File: config.mk
export PLATFORM = sky130hd
export DESIGN_NAME = rs_alloc_sched
export DESIGN_NICKNAME = d
export VERILOG_FILES = /design/src/rtl/rs_pkg.sv /design/src/rtl/rs_rr_pick.sv /design/src/rtl/rs_alloc_sched.sv
export SDC_FILE = /design/constraint.sdc
export NUM_CORES = 1
export LEC_CHECK = 0
export CAP_MARGIN = 20
export CORE_ASPECT_RATIO = 1.25
export CORE_MARGIN = 5
export CORE_UTILIZATION = 43
export CTS_BUF_LIST = sky130_fd_sc_hd__clkbuf_8 sky130_fd_sc_hd__clkbuf_16
export CTS_CLUSTER_DIAMETER = 200
export CTS_CLUSTER_SIZE = 12
export DETAILED_ROUTE_END_ITERATION = 12
export GPL_ROUTABILITY_DRIVEN = 0
export PLACE_DENSITY = 0.66
export SYNTH_ARGS = -nofsm -noshare
export SYNTH_HDL_FRONTEND = slang
export SYNTH_HIERARCHICAL = 1
export SYNTH_SLANG_ARGS = --single-unit
File: constraint.sdc
create_clock -name clk -period 3.3 [get_ports clk]
set_input_delay 0.66 -clock clk [delete_from_list [all_inputs] [get_ports clk]]
set_output_delay 0.66 -clock clk [all_outputs]
set_load 0.02 [all_outputs]
File: src/rtl/rs_pkg.sv
// Shared sizing constants and helpers for the reservation-station allocator/scheduler.
package rs_pkg;

  localparam int NUM_ENTRY = 8;
  localparam int IDX_W     = 3;

  // Ones count over a 64-bit vector; callers zero-extend narrower bitmaps.
  function automatic logic [6:0] popcount(input logic [63:0] v);
    logic [6:0] c;
    c = '0;
    for (int i = 0; i < 64; i++) begin
      c = c + 7'(v[i]);
    end
    return c;
  endfunction

endpackage

File: src/rtl/rs_rr_pick.sv
// Round-robin picker: first set request at or above the pointer, wrapping to entry 0.
module rs_rr_pick #(
  parameter int NUM_ENTRY = 8,
  parameter int IDX_W     = 3
) (
  input  logic [NUM_ENTRY-1:0] i_req_vec,
  input  logic [IDX_W-1:0]     i_ptr,
  output logic                 o_valid,
  output logic [IDX_W-1:0]     o_idx
);

  logic [2*NUM_ENTRY-1:0] w_dbl;
  logic [NUM_ENTRY-1:0]   w_rot;
  logic [IDX_W:0]         w_sum;

  // Rotate so bit 0 of w_rot is the entry the pointer names.
  assign w_dbl = {i_req_vec, i_req_vec} >> i_ptr;
  assign w_rot = w_dbl[NUM_ENTRY-1:0];

  always_comb begin
    w_sum = '0;
    for (int off = NUM_ENTRY - 1; off >= 0; off--) begin
      if (w_rot[off]) begin
        w_sum = (IDX_W+1)'(i_ptr) + (IDX_W+1)'(off);
      end
    end
    if (w_sum >= (IDX_W+1)'(NUM_ENTRY)) begin
      w_sum = w_sum - (IDX_W+1)'(NUM_ENTRY);
    end
  end

  assign o_valid = |i_req_vec;
  assign o_idx   = w_sum[IDX_W-1:0];

endmodule

File: src/rtl/rs_alloc_sched.sv
// Reservation-station entry allocator (lowest free) and round-robin issue scheduler.
module rs_alloc_sched #(
  parameter int NUM_ENTRY = rs_pkg::NUM_ENTRY,
  parameter int IDX_W     = rs_pkg::IDX_W
) (
  input  logic                 clk,
  input  logic                 rst,
  input  logic                 alloc_req,
  input  logic                 alloc_src_ready,
  output logic                 alloc_gnt,
  output logic [IDX_W-1:0]     alloc_idx,
  input  logic [NUM_ENTRY-1:0] wakeup_vec,
  input  logic                 fu_ready,
  output logic                 issue_valid,
  output logic [IDX_W-1:0]     issue_idx,
  input  logic                 flush,
  output logic [NUM_ENTRY-1:0] busy_vec,
  output logic                 rs_full,
  output logic [IDX_W:0]       free_cnt
);

  import rs_pkg::*;

  logic [NUM_ENTRY-1:0] r_busy;
  logic [NUM_ENTRY-1:0] r_rdy;
  logic [IDX_W-1:0]     r_rr_ptr;

  logic [NUM_ENTRY-1:0] w_busy_next;
  logic [NUM_ENTRY-1:0] w_rdy_next;
  logic [IDX_W-1:0]     w_rr_next;
  logic [IDX_W-1:0]     w_free_idx;
  logic                 w_pick_valid;
  logic [IDX_W-1:0]     w_pick_idx;
  logic                 w_issue_fire;
  logic [IDX_W:0]       w_rr_inc;
  logic [6:0]           w_pop;

  always_comb begin
    w_free_idx = '0;
    for (int i = NUM_ENTRY - 1; i >= 0; i--) begin
      if (!r_busy[i]) begin
        w_free_idx = IDX_W'(i);
      end
    end
  end

  rs_rr_pick #(
    .NUM_ENTRY (NUM_ENTRY),
    .IDX_W     (IDX_W)
  ) u_pick (
    .i_req_vec (r_busy & r_rdy),
    .i_ptr     (r_rr_ptr),
    .o_valid   (w_pick_valid),
    .o_idx     (w_pick_idx)
  );

  assign w_pop     = popcount(64'(r_busy));
  assign busy_vec  = r_busy;
  assign rs_full   = &r_busy;
  assign free_cnt  = (IDX_W+1)'(NUM_ENTRY) - (IDX_W+1)'(w_pop);

  assign alloc_gnt    = alloc_req & ~rs_full & ~flush;
  assign alloc_idx    = w_free_idx;
  assign issue_valid  = w_pick_valid & ~flush;
  assign issue_idx    = w_pick_idx;
  assign w_issue_fire = issue_valid & fu_ready;
  assign w_rr_inc     = {1'b0, w_pick_idx} + (IDX_W+1)'(1);

  // Allocation targets a free entry and issue a busy one, so the two never collide.
  always_comb begin
    w_busy_next = r_busy;
    w_rdy_next  = r_rdy;
    w_rr_next   = r_rr_ptr;
    if (flush) begin
      w_busy_next = '0;
      w_rdy_next  = '0;
      w_rr_next   = '0;
    end else begin
      w_rdy_next = r_rdy | (r_busy & wakeup_vec);
      if (w_issue_fire) begin
        w_busy_next[w_pick_idx] = 1'b0;
        w_rdy_next[w_pick_idx]  = 1'b0;
        w_rr_next = (w_rr_inc == (IDX_W+1)'(NUM_ENTRY)) ? '0 : w_rr_inc[IDX_W-1:0];
      end
      if (alloc_gnt) begin
        w_busy_next[w_free_idx] = 1'b1;
        w_rdy_next[w_free_idx]  = alloc_src_ready | wakeup_vec[w_free_idx];
      end
    end
  end

  always_ff @(posedge clk) begin
    if (rst) begin
      r_busy   <= '0;
      r_rdy    <= '0;
      r_rr_ptr <= '0;
    end else begin
      r_busy   <= w_busy_next;
      r_rdy    <= w_rdy_next;
      r_rr_ptr <= w_rr_next;
    end
  end

endmodule

==> results_dict.tcl <==
# flow metrics
set metrics [dict create \
    seqCellArea_um2 383 \
    clk_pin_slew_worst_paths_ns 0.07 \
    min_to "r_rdy[1]" \
    crit_arrival_ns 2.66 \
    seq_area_frac_synth_pct 16.8 \
    setup_viol 1 \
    dr.first_iter.drc_count 97 \
    timing.reg2reg.setup_slack_ns 0.24 \
    most_common_cell "nand2_1" \
    combPwrFrac_pct 13.5 \
    wirelength_mm 6.80 \
    post_drt_wl_per_cell_um 16.6 \
    fa_ha_area_share_pct 7.97 \
    violations "negative setup slack" \
    synthSimpleGateAreaFrac_pct 22.5 \
    yosys_warnings 6 \
    path_delay_family "adder cells" \
    reg2reg_from "busy_vec[6]" \
    reg2reg_to "busy_vec[1]" \
    min_period_over_period_pct 101 \
    drive_gt1_share_pct 25.9 \
    flop_cell "dfxtp_1" \
    synthCells 287 \
    drv_cap 0 \
    cts_root_buf "clkbuf_8" \
    wl_met3_um 288 \
    syn_area_mm2 0.00226 \
    chip_area_mm2 0.00681 \
    cts_resized 30 \
    worst-path-stages 9 \
    htree_levels 1 \
    tns_ns -0.0230 \
    switchingPower_uw 109 \
    seqPwrFrac_pct 51.0 \
    route.top_layer_used "met4" \
    pwr-share-clk_pct 35.5 \
    fillers 470 \
    hold_class "reg -> reg" \
    cp-startpoint "busy_vec[1]" \
    hold_depth 3 \
    ys_cells 287 \
    synth-xor-area-share_pct 0.388 \
    worst_setup_path_end_kind "output pin" \
    leakagePower_nw 1.11 \
    dpl-instance-area_mm2 0.00287 \
    hold_start "r_rdy[1]" \
    fp_nets 313 \
    slew-limit-headroom_pct 61.0 \
    nNetsFinal 375 \
    num_vias 2402 \
    antenna-diode-count 0 \
    slew_violations 0 \
    first_global_vias 2392 \
    power.total_uw 453 \
    start_kind "flop" \
    swShare_pct 24.0 \
    run_status "finished with violations" \
    finalClockSkew_ns 0.00156 \
    report.final.hold_viol_count 0 \
    clock_path_buffers 2 \
    worst_skew_pair.late_latency_ns 0.26 \
    edf_count 0 \
    grt_usage_pct 20.8 \
    intPower_uw 344 \
    design_area_mm2 0.00292 \
    async_flop_share_pct 0 \
    gr-usage-met3_pct 1.66 \
    post_cts_buffers 0 \
    rows 29 \
    common_cells "nand2_1, a21oi_1, nor2_1" \
    port_buffers 34 \
    firstDrtPassIters 4 \
    crit_end "free_cnt[2]" \
    cpPeakStageDelay_ns 0.53 \
    clkSinkCount 19 \
    setup_ws_ns -0.0230 \
    rsz0062_at_grt "yes" \
    synth_top_area_share_pct 16.8 \
    post-dp-hpwl_mm 5.45 \
    utilization_pct 57.5 \
    crit_type "reg -> out" \
    antenna_left 0 \
    grt_overflow 0 \
    slowest_stage "fa_1" \
]
## power by group through the flow
stage	registers [mW]	clock network [mW]	logic (mW)
after detailed placement	0.236	0	0.0589
after CTS	0.231	0.163	0.0589
final	0.231	0.161	0.0610
after floorplan	0.237	0	0.0276
after global routing	0.231	0.171	0.0657
after global placement	0.236	0	0.0583
## sequential cells by signal, summed over array words and instances (netlist names)
| name | flops |
|---|---|
| r_rdy | 8 |
| busy_vec | 8 |
| r_rr_ptr | 3 |
## area by class of cell
type | count | area share, %
Multi-Input combinational cell | 234 | 59.1
Clock buffer | 3 | 1.41
Inverter | 19 | 2.44
Sequential cell | 19 | 13.1
Clock inverter | 1 | 0.128
Tap cell | 62 | 2.65
Timing Repair Buffer | 72 | 21.2
### Placed cells, one colour a class

Bar = 20 um.
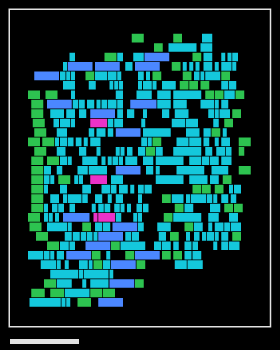
- blue: registers (cells 19; share of their area 13%)
- green: remaining buffers and delay cells (cells 72; share of their area 22%)
- magenta: clock drivers and dummy loads (cells 4; share of their area 1.6%)
- cyan: remaining logic cells (cells 253; share of their area 63%)

### Track usage over the die

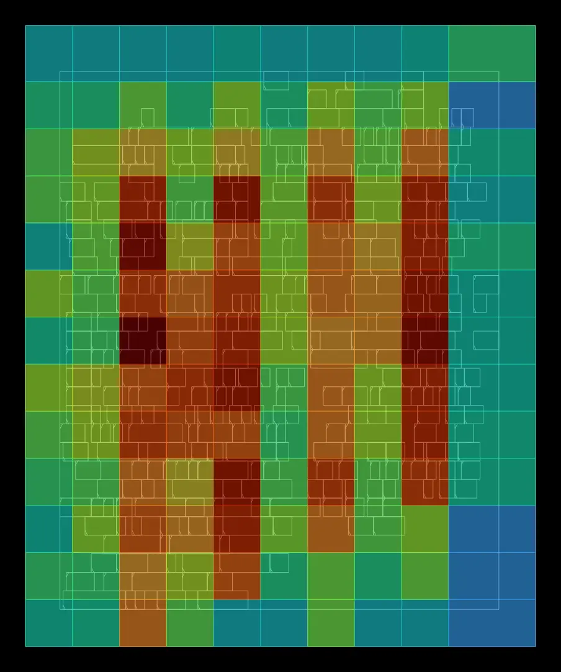
M1 GR Usage: 23.9%
routing usage on met2: 38.3%
Most Used Layer, Global Route: met2

### Gate-type map

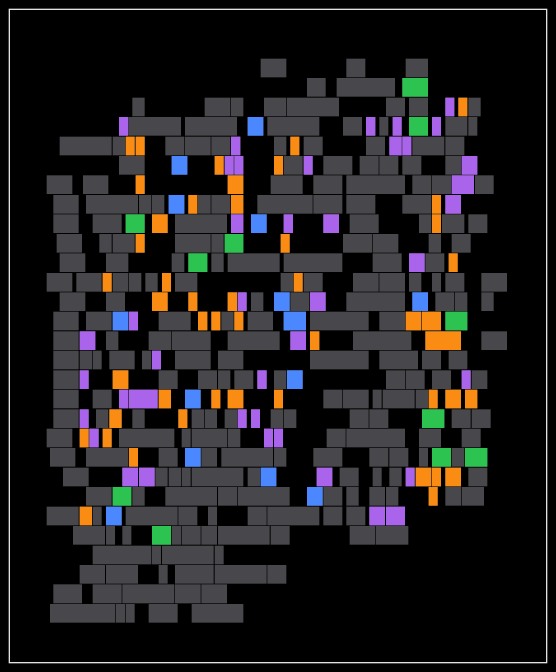
- green: non-inverting ao/oa cells (cells 11; most used o21a_1)
- purple: nor cells (cells 41; most used nor2_1)
- blue: and/or cells (cells 14; most used and2_1)
- orange: nand cells (cells 47; most used nand2_1)
post-route insts no fill: 410
logic share of the area: 59.1%
Commonest Layout Cell: buf_4

### Clock distribution

Bar = 20 um.
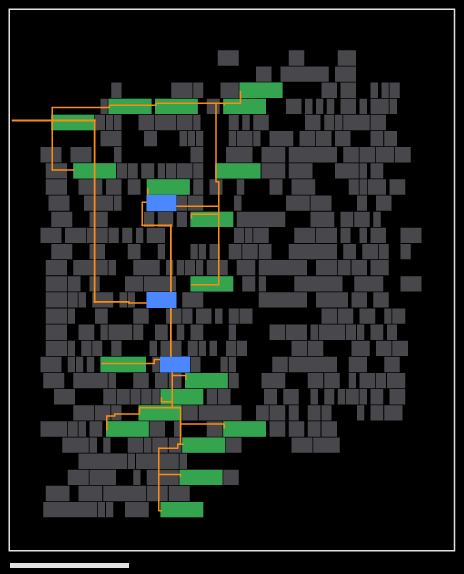
- blue: clock-net drivers (count 3)
- orange: clock wires (length 272 um)
- green: flip-flops (count 19)
- routed clock nets: 4

Power figures rest on the tool's default switching activity, not on a simulated workload.
